`src/rtl/fb_slice_writer_if.sv`:
```
// fb_slice_writer_if: pixel input, framebuffer write and slice handshake bundle.
// dropped_frames exists only with FB_SLICE_WRITER_DROP_CNT_EN.
interface fb_slice_writer_if #(
   parameter int PIX_W  = 24,
   parameter int ADDR_W = 11
);
   logic [PIX_W-1:0]  pixel_data;
   logic              pixel_valid;
   logic [2:0]        pixel_col;
   logic [3:0]        pixel_line;
   logic [2:0]        block_col;
   logic [1:0]        block_line;
   logic              fb_wr_en;
   logic [ADDR_W:0]   fb_wr_addr;
   logic [PIX_W-1:0]  fb_wr_data;
   logic              rd_bank;
   logic              frame_valid;
   logic              frame_ack;
   logic              desync;
`ifdef FB_SLICE_WRITER_DROP_CNT_EN
   logic [15:0]       dropped_frames;
`endif

   modport slave (
      input  pixel_data, pixel_valid, pixel_col, pixel_line, block_col, block_line, frame_ack,
`ifdef FB_SLICE_WRITER_DROP_CNT_EN
      output dropped_frames,
`endif
      output fb_wr_en, fb_wr_addr, fb_wr_data, rd_bank, frame_valid, desync
   );

   modport master (
      output pixel_data, pixel_valid, pixel_col, pixel_line, block_col, block_line, frame_ack,
`ifdef FB_SLICE_WRITER_DROP_CNT_EN
      input  dropped_frames,
`endif
      input  fb_wr_en, fb_wr_addr, fb_wr_data, rd_bank, frame_valid, desync
   );
endinterface

```
`src/rtl/fb_slice_writer.sv`:
```
// fb_slice_writer: linearises µblock pixel coordinates into a double-buffered slice RAM.
// Optional saturating drop counter enabled by FB_SLICE_WRITER_DROP_CNT_EN.
module fb_slice_writer #(
   parameter int N_BLOCK_COLS  = 5,
   parameter int N_BLOCK_LINES = 3,
   parameter int PIX_W         = 24,
   parameter int ADDR_W        = 11
) (
   input logic              clk,
   input logic              rst,
   fb_slice_writer_if.slave bus
);
   typedef enum logic [1:0] {SYNC, FILL, HOLD} state_t;
   localparam logic [ADDR_W-1:0] LAST = ADDR_W'(N_BLOCK_COLS * N_BLOCK_LINES * 128 - 1);

   state_t            state_q, state_d;
   logic [ADDR_W-1:0] addr, exp_q, exp_d;
   logic              bank_q, bank_d, fv_q, fv_d, wen_q, wen_d, desync_q, desync_d, swap;
   logic [ADDR_W:0]   waddr_q, waddr_d;
   logic [PIX_W-1:0]  wdata_q, wdata_d;

   assign addr = ADDR_W'((32'(bus.block_line) * N_BLOCK_COLS + 32'(bus.block_col)) * 128
                         + 32'(bus.pixel_line) * 8 + 32'(bus.pixel_col));

   always_comb begin
      state_d  = state_q;
      exp_d    = exp_q;
      wen_d    = 1'b0;
      desync_d = 1'b0;
      swap     = 1'b0;
      case (state_q)
         SYNC: if (bus.pixel_valid && addr == '0) begin
            wen_d   = 1'b1;
            exp_d   = ADDR_W'(1);
            state_d = FILL;
         end
         FILL: if (bus.pixel_valid) begin
            if (addr == exp_q) begin
               wen_d = 1'b1;
               exp_d = exp_q + 1'b1;
               // LAST still lands in the old bank; the swap only affects later pixels
               if (addr == LAST) begin
                  if (!fv_q || bus.frame_ack) begin
                     swap  = 1'b1;
                     exp_d = '0;
                  end else state_d = HOLD;
               end
            end else begin
               desync_d = 1'b1;
               if (addr == '0) begin
                  wen_d = 1'b1;
                  exp_d = ADDR_W'(1);
               end else state_d = SYNC;
            end
         end
         HOLD: if (bus.frame_ack) begin
            swap    = 1'b1;
            state_d = SYNC;
         end
         default: state_d = SYNC;
      endcase
      bank_d  = bank_q ^ swap;
      fv_d    = swap ? 1'b1 : (bus.frame_ack ? 1'b0 : fv_q);
      waddr_d = wen_d ? {bank_q, addr} : waddr_q;
      wdata_d = wen_d ? bus.pixel_data : wdata_q;
   end

   always_ff @(posedge clk or posedge rst) begin
      if (rst) begin
         state_q  <= SYNC;
         exp_q    <= '0;
         bank_q   <= 1'b0;
         fv_q     <= 1'b0;
         wen_q    <= 1'b0;
         waddr_q  <= '0;
         wdata_q  <= '0;
         desync_q <= 1'b0;
      end else begin
         state_q  <= state_d;
         exp_q    <= exp_d;
         bank_q   <= bank_d;
         fv_q     <= fv_d;
         wen_q    <= wen_d;
         waddr_q  <= waddr_d;
         wdata_q  <= wdata_d;
         desync_q <= desync_d;
      end
   end

   assign bus.fb_wr_en    = wen_q;
   assign bus.fb_wr_addr  = waddr_q;
   assign bus.fb_wr_data  = wdata_q;
   assign bus.rd_bank     = ~bank_q;
   assign bus.frame_valid = fv_q;
   assign bus.desync      = desync_q;

`ifdef FB_SLICE_WRITER_DROP_CNT_EN
   logic [15:0] drop_q;
   always_ff @(posedge clk or posedge rst) begin
      if (rst) drop_q <= '0;
      else if (state_q == FILL && state_d == HOLD && ~&drop_q) drop_q <= drop_q + 1'b1;
   end
   assign bus.dropped_frames = drop_q;
`endif
endmodule

```
`src/flat_wrapper.sv`:
```
// flat-port wrapper written by rule: the top's interface ports become plain ports
module fb_slice_writer_flat 
#(
   parameter int N_BLOCK_COLS  = 5,
   parameter int N_BLOCK_LINES = 3,
   parameter int PIX_W         = 24,
   parameter int ADDR_W        = 11
)
  (clk, rst, bus_pixel_data, bus_pixel_valid, bus_pixel_col, bus_pixel_line, bus_block_col, bus_block_line, bus_frame_ack, bus_fb_wr_en, bus_fb_wr_addr, bus_fb_wr_data, bus_rd_bank, bus_frame_valid, bus_desync);
  fb_slice_writer_if #(.PIX_W(PIX_W), .ADDR_W(ADDR_W)) bus_i ();
  input logic clk;
  input logic rst;
  input wire logic [$bits(bus_i.pixel_data)-1:0] bus_pixel_data;
  input wire logic [$bits(bus_i.pixel_valid)-1:0] bus_pixel_valid;
  input wire logic [$bits(bus_i.pixel_col)-1:0] bus_pixel_col;
  input wire logic [$bits(bus_i.pixel_line)-1:0] bus_pixel_line;
  input wire logic [$bits(bus_i.block_col)-1:0] bus_block_col;
  input wire logic [$bits(bus_i.block_line)-1:0] bus_block_line;
  input wire logic [$bits(bus_i.frame_ack)-1:0] bus_frame_ack;
  output wire logic [$bits(bus_i.fb_wr_en)-1:0] bus_fb_wr_en;
  output wire logic [$bits(bus_i.fb_wr_addr)-1:0] bus_fb_wr_addr;
  output wire logic [$bits(bus_i.fb_wr_data)-1:0] bus_fb_wr_data;
  output wire logic [$bits(bus_i.rd_bank)-1:0] bus_rd_bank;
  output wire logic [$bits(bus_i.frame_valid)-1:0] bus_frame_valid;
  output wire logic [$bits(bus_i.desync)-1:0] bus_desync;
  assign bus_i.pixel_data = bus_pixel_data;
  assign bus_i.pixel_valid = bus_pixel_valid;
  assign bus_i.pixel_col = bus_pixel_col;
  assign bus_i.pixel_line = bus_pixel_line;
  assign bus_i.block_col = bus_block_col;
  assign bus_i.block_line = bus_block_line;
  assign bus_i.frame_ack = bus_frame_ack;
  assign bus_fb_wr_en = bus_i.fb_wr_en;
  assign bus_fb_wr_addr = bus_i.fb_wr_addr;
  assign bus_fb_wr_data = bus_i.fb_wr_data;
  assign bus_rd_bank = bus_i.rd_bank;
  assign bus_frame_valid = bus_i.frame_valid;
  assign bus_desync = bus_i.desync;
  fb_slice_writer #(.N_BLOCK_COLS(N_BLOCK_COLS), .N_BLOCK_LINES(N_BLOCK_LINES), .PIX_W(PIX_W), .ADDR_W(ADDR_W)) u_core (.clk(clk), .rst(rst), .bus(bus_i));
endmodule
```
`config.mk`:
```
export PLATFORM = sky130hd
export DESIGN_NAME = fb_slice_writer_flat
export DESIGN_NICKNAME = d
export VERILOG_FILES = /design/src/rtl/fb_slice_writer_if.sv /design/src/rtl/fb_slice_writer.sv /design/src/flat_wrapper.sv
export SDC_FILE = /design/constraint.sdc
export NUM_CORES = 1
export LEC_CHECK = 0
export CORE_MARGIN = 1
export CORE_UTILIZATION = 45
export CTS_BUF_LIST = sky130_fd_sc_hd__clkbuf_16
export DETAILED_ROUTE_END_ITERATION = 10
export PLACE_DENSITY = 0.77
export SLEW_MARGIN = 0
export SYNTH_ARGS = -nofsm -noshare
export SYNTH_HDL_FRONTEND = slang
export SYNTH_SLANG_ARGS = --single-unit
```
`constraint.sdc`:
```
create_clock -name clk -period 5.1 [get_ports clk]
set_input_delay 0.51 -clock clk [delete_from_list [all_inputs] [get_ports clk]]
set_output_delay 0.51 -clock clk [all_outputs]
set_load 0.02 [all_outputs]
```
==> results.json, run 1 <==
{
  "maxSlewViolCount": 0,
  "met1_usage": 0.276,
  "p_seq_uw": 437,
  "synth_cells": 226,
  "hold_buffers": 0,
  "worstMarginPinSlew_ns": 1.06,
  "cts_made_buffers": 5,
  "r2r-end": "u_core.bus.fb_wr_addr[11]$_DFFE_PP0P_",
  "r2r-start": "u_core.exp_q[9]$_DFFE_PP0P_",
  "ys_sh_aoi": 0.0984,
  "min_to": "u_core.bus.fb_wr_addr[9]$_DFFE_PP0P_",
  "logic_gate_count": 156,
  "finalSetupTns_ns": 0,
  "top_cell_area_share": 0.494,
  "critPathRequiredTime_ns": 5.27,
  "finalCriticalPeriod_ns": 4.26,
  "antenna_found_initial": 0,
  "endpoint": "u_core.bus.fb_wr_addr[11]$_DFFE_PP0P_",
  "via_per_inst": 5.39,
  "grt_util_all_layers": 0.205,
  "skew_ns": 0.00630,
  "final_core_util": 0.648,
  "critical-path-top-cell-by-count": "ha_1",
  "layout_top_cell": "clkdlybuf4s50_1",
  "fp.dieH_microns": 79.2,
  "outcome": "completed",
  "numSynthFlops": 53,
  "use_met2": 0.325,
  "sh_comb_area": 0.346,
  "dominantRegCellSynth": "dfrtp_1",
  "routed_wl_microns": 5920,
  "nNetsFinal": 355,
  "combPwrFrac": 0.175,
  "clkTransAtPathRegs_ns": 0.06,
  "wire_per_inst_microns": 15.6,
  "seqPwrFrac": 0.478,
  "path_buffers": 1,
  "hold_viol_final": 0,
  "dieWidth_microns": 79.2,
  "drive_gt1_frac": 0.134,
  "fin_cells": 379,
  "ios": 80,
  "rsz0062_at_grt": "no",
  "period_used_share": 0.836,
  "switchingPower_uw": 229,
  "cap_violations": 0,
  "layout_setup_ws_ns": 0.838,
  "sw_frac_of_total": 0.251,
  "grt_use_met3": 0.0356,
  "clock.fmax_ghz": 0.235,
  "dr_total_vias": 2042,
  "top_usage_layer": "met2",
  "grt-ovfl-total": 0,
  "place_ws_ns": 0.567,
  "critPathMaxStageDelay_ns": 0.84,
  "async_reset_ff_frac": 1.00,
  "area_growth_pct": 36.2
}
Run 1, placed cells, one color a class:
(4 px per micron) Fill, decap, tap and diode cells in gray.
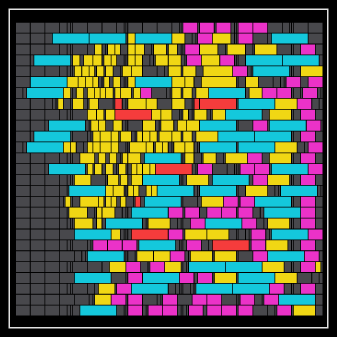
red -> clock drivers and dummy loads  # cells 8, share of their area 3.9%
yellow -> remaining logic cells  # cells 166, share of their area 37%
magenta -> remaining buffers and delay cells  # cells 80, share of their area 22%
cyan -> registers  # cells 53, share of their area 37%

Run 1, clock wires, drivers and flops:
(6 px per micron)
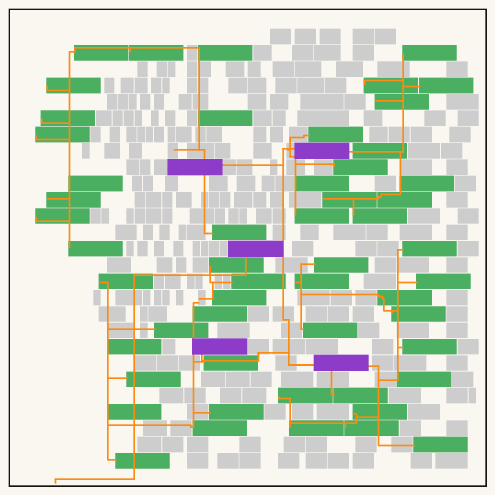
purple -> clock-net drivers  # count 5
orange -> clock wires  # length 592 microns
green -> flip-flops  # count 53
routed clock nets = 6

Run 1, wires at chosen ports, followed through buffers:
(4 px per micron)
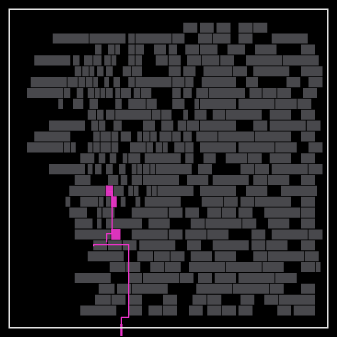
magenta -> `bus_frame_ack`  # bits 1, direction input, edge bottom, end cells 3, buffers 1, wire 46.0 microns

==> inputs of run 2 (changes only) <==
--- a/config.mk
+++ b/config.mk
@@ -6,7 +6,7 @@
 export NUM_CORES = 1
 export LEC_CHECK = 0
 export CORE_MARGIN = 1
-export CORE_UTILIZATION = 45
+export CORE_UTILIZATION = 43
 export CTS_BUF_LIST = sky130_fd_sc_hd__clkbuf_16
 export DETAILED_ROUTE_END_ITERATION = 10
 export PLACE_DENSITY = 0.77
==> constraint.sdc (replaced) <==
create_clock -name clk -period 3.6 [get_ports clk]
set_input_delay 0.36 -clock clk [delete_from_list [all_inputs] [get_ports clk]]
set_output_delay 0.36 -clock clk [all_outputs]
set_load 0.02 [all_outputs]
Run 2, metal 2:
(6 px per micron)
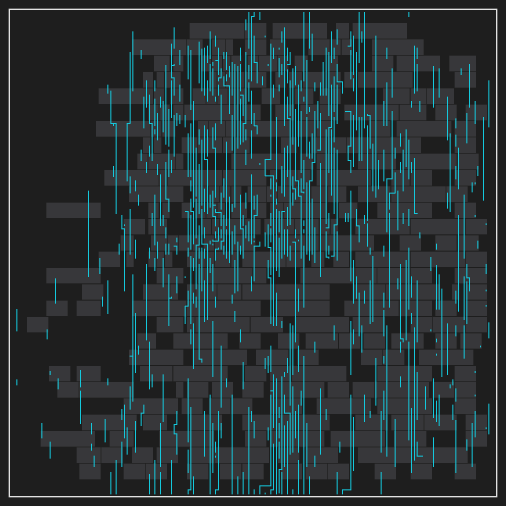
main direction = vertical
longest straight run = 26.9 microns
share of all routed wire = 46%
wire length on this layer = 2870 microns

==> run 2 against run 1 <==
  * Setup slack got worse by 0.69 ns
  * Die area increased by 4.5%
  * Count of clock-buffer cells in the layout unchanged
  * Final area up 3.8%
  * Flip-flop count did not move
  * Critical path type unchanged
  * Largest cell class unchanged
  * Largest power group unchanged
==> results.json, run 2 <==
{
  "path_buffers": 2,
  "dr_total_vias": 2166,
  "logic_gate_count": 156,
  "seqPwrFrac": 0.454,
  "hold_viol_final": 0,
  "nNetsFinal": 366,
  "ios": 80,
  "period_used_share": 0.958,
  "clkTransAtPathRegs_ns": 0.07,
  "hold_buffers": 0,
  "sw_frac_of_total": 0.272,
  "maxSlewViolCount": 0,
  "final_core_util": 0.637,
  "met1_usage": 0.270,
  "fin_cells": 393,
  "synth_cells": 226,
  "layout_top_cell": "clkdlybuf4s50_1",
  "p_seq_uw": 618,
  "finalSetupTns_ns": 0,
  "worstMarginPinSlew_ns": 1.08,
  "dieWidth_microns": 81,
  "layout_setup_ws_ns": 0.151,
  "dominantRegCellSynth": "dfrtp_1",
  "drive_gt1_frac": 0.170,
  "async_reset_ff_frac": 1.00,
  "area_growth_pct": 41.4,
  "cap_violations": 0,
  "outcome": "completed",
  "top_usage_layer": "met2",
  "cts_made_buffers": 5,
  "grt-ovfl-total": 0,
  "sh_comb_area": 0.333,
  "use_met2": 0.331,
  "top_cell_area_share": 0.494,
  "min_to": "u_core.bus.fb_wr_addr[10]$_DFFE_PP0P_",
  "combPwrFrac": 0.181,
  "skew_ns": 0.0107,
  "clock.fmax_ghz": 0.290,
  "routed_wl_microns": 6300
}
Run 2, placed cells, one color a class:
(4 px per micron) Fill, decap, tap and diode cells in gray.
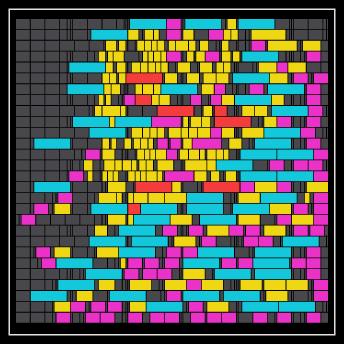
cyan -> registers  # cells 53, share of their area 36%
red -> clock drivers and dummy loads  # cells 8, share of their area 4.2%
yellow -> remaining logic cells  # cells 166, share of their area 35%
magenta -> remaining buffers and delay cells  # cells 91, share of their area 25%

==> inputs of run 3 (changes only) <==
--- a/config.mk
+++ b/config.mk
@@ -9,6 +9,7 @@
 export CORE_UTILIZATION = 43
 export CTS_BUF_LIST = sky130_fd_sc_hd__clkbuf_16
 export DETAILED_ROUTE_END_ITERATION = 10
+export HOLD_SLACK_MARGIN = 0.05
 export PLACE_DENSITY = 0.77
 export SLEW_MARGIN = 0
 export SYNTH_ARGS = -nofsm -noshare
Run 3, metal 2:
(6 px per micron)
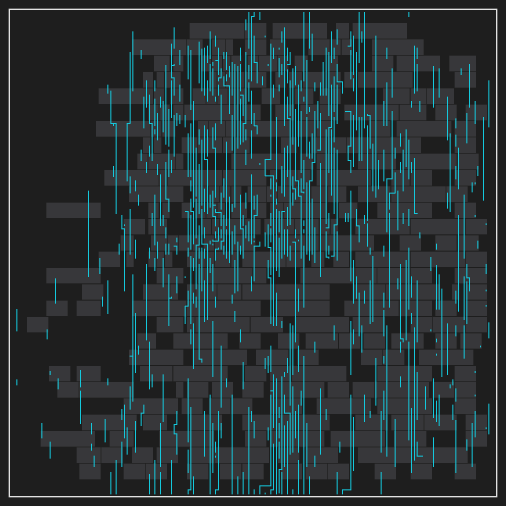
final wirelength: 6300 microns
M2 GR Usage: 0.331
DR vias: 2166

==> run 3 against run 2 <==
  * Critical path type unchanged
  * First-iteration DRC count stayed put
  * Clock power is essentially flat
  * Combinational power barely moved
  * Register-to-register slack about the same
  * Non-clock buffer count stayed put
  * Setup slack unchanged
  * Area after synthesis is the same
  * Count of clock-buffer cells in the layout stayed put
  * Synthesized cell count stayed put
  * Final cell count stayed put
==> results.json, run 3 <==
{
  "clkTransAtPathRegs_ns": 0.07,
  "sw_frac_of_total": 0.272,
  "combPwrFrac": 0.181,
  "top_usage_layer": "met2",
  "min_to": "u_core.bus.fb_wr_addr[10]$_DFFE_PP0P_",
  "endpoint_kind": "flop",
  "layout_setup_ws_ns": 0.151,
  "hold_viol_final": 0,
  "cts_tree": "done",
  "whs_ns": 0.487,
  "path_buffers": 2,
  "finalCriticalPeriod_ns": 3.45,
  "cap_violations": 0,
  "power_mw": 1.36,
  "hold_buffers": 0,
  "dieWidth_microns": 81,
  "period_used_share": 0.958,
  "async_reset_ff_frac": 1.00,
  "area_growth_pct": 41.4,
  "logic_area_sq_um": 1260,
  "synth_cells": 226,
  "critPathMaxStageDelay_ns": 0.56,
  "rrSetupSlack_ns": 1.23,
  "nNetsFinal": 366,
  "clockRootBuffer": "clkbuf_16",
  "fin_cells": 393,
  "dominantRegCellSynth": "dfrtp_1",
  "cts_buffer_depth": 2,
  "top_cell": "dfrtp_1",
  "logic_gate_count": 156,
  "drt-met1-wl_microns": 2820,
  "top_cell_area_share": 0.494,
  "finalSetupTns_ns": 0,
  "drive_gt1_frac": 0.170,
  "clock.fmax_ghz": 0.290,
  "yosys-top-cells-count": "dfrtp_1, mux2_4, o21ai_0",
  "place_ws_ns": -0.165,
  "layout_top_cell": "clkdlybuf4s50_1",
  "min_from": "u_core.bus.fb_wr_addr[10]$_DFFE_PP0P_",
  "skew_ns": 0.0107,
  "worstMarginPinSlew_ns": 1.08,
  "grt-ovfl-total": 0,
  "seqPwrFrac": 0.454,
  "outcome": "completed",
  "dr.first_iter.drc_count": 197,
  "final-clk-cell-share": 0.0406,
  "met1_usage": 0.270,
  "maxSlewViolCount": 0,
  "final_core_util": 0.637,
  "cts_setup_buffers": 0,
  "cts_made_buffers": 5,
  "crit_start": "bus_block_line[1]",
  "ios": 80,
  "crit_fanout": 19,
  "numSynthFlops": 53,
  "ys_seq_frac": 0.494,
  "sh_comb_area": 0.333,
  "synth.avg_cell_area_sq_um": 11.9,
  "p_seq_uw": 618,
  "grt_max_degree": 54,
  "placedInstanceArea_sq_um": 3640,
  "adder_share": 0.0448
}
Run 3, clock wires, drivers and flops:
(6 px per micron)
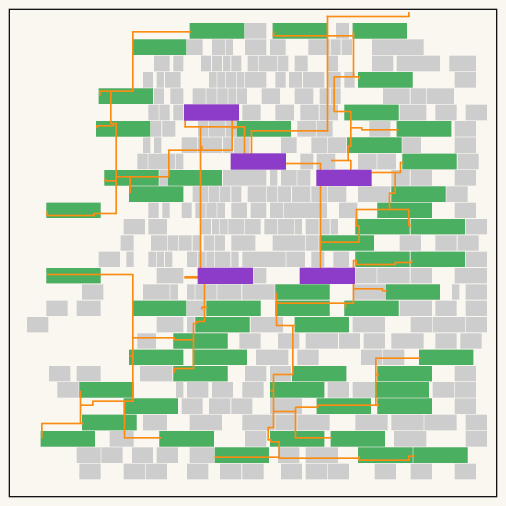
purple -> clock-net drivers  # count 5
orange -> clock wires  # length 600 microns
green -> flip-flops  # count 53
routed clock nets = 6

Power is estimated from default activity; no workload was simulated.
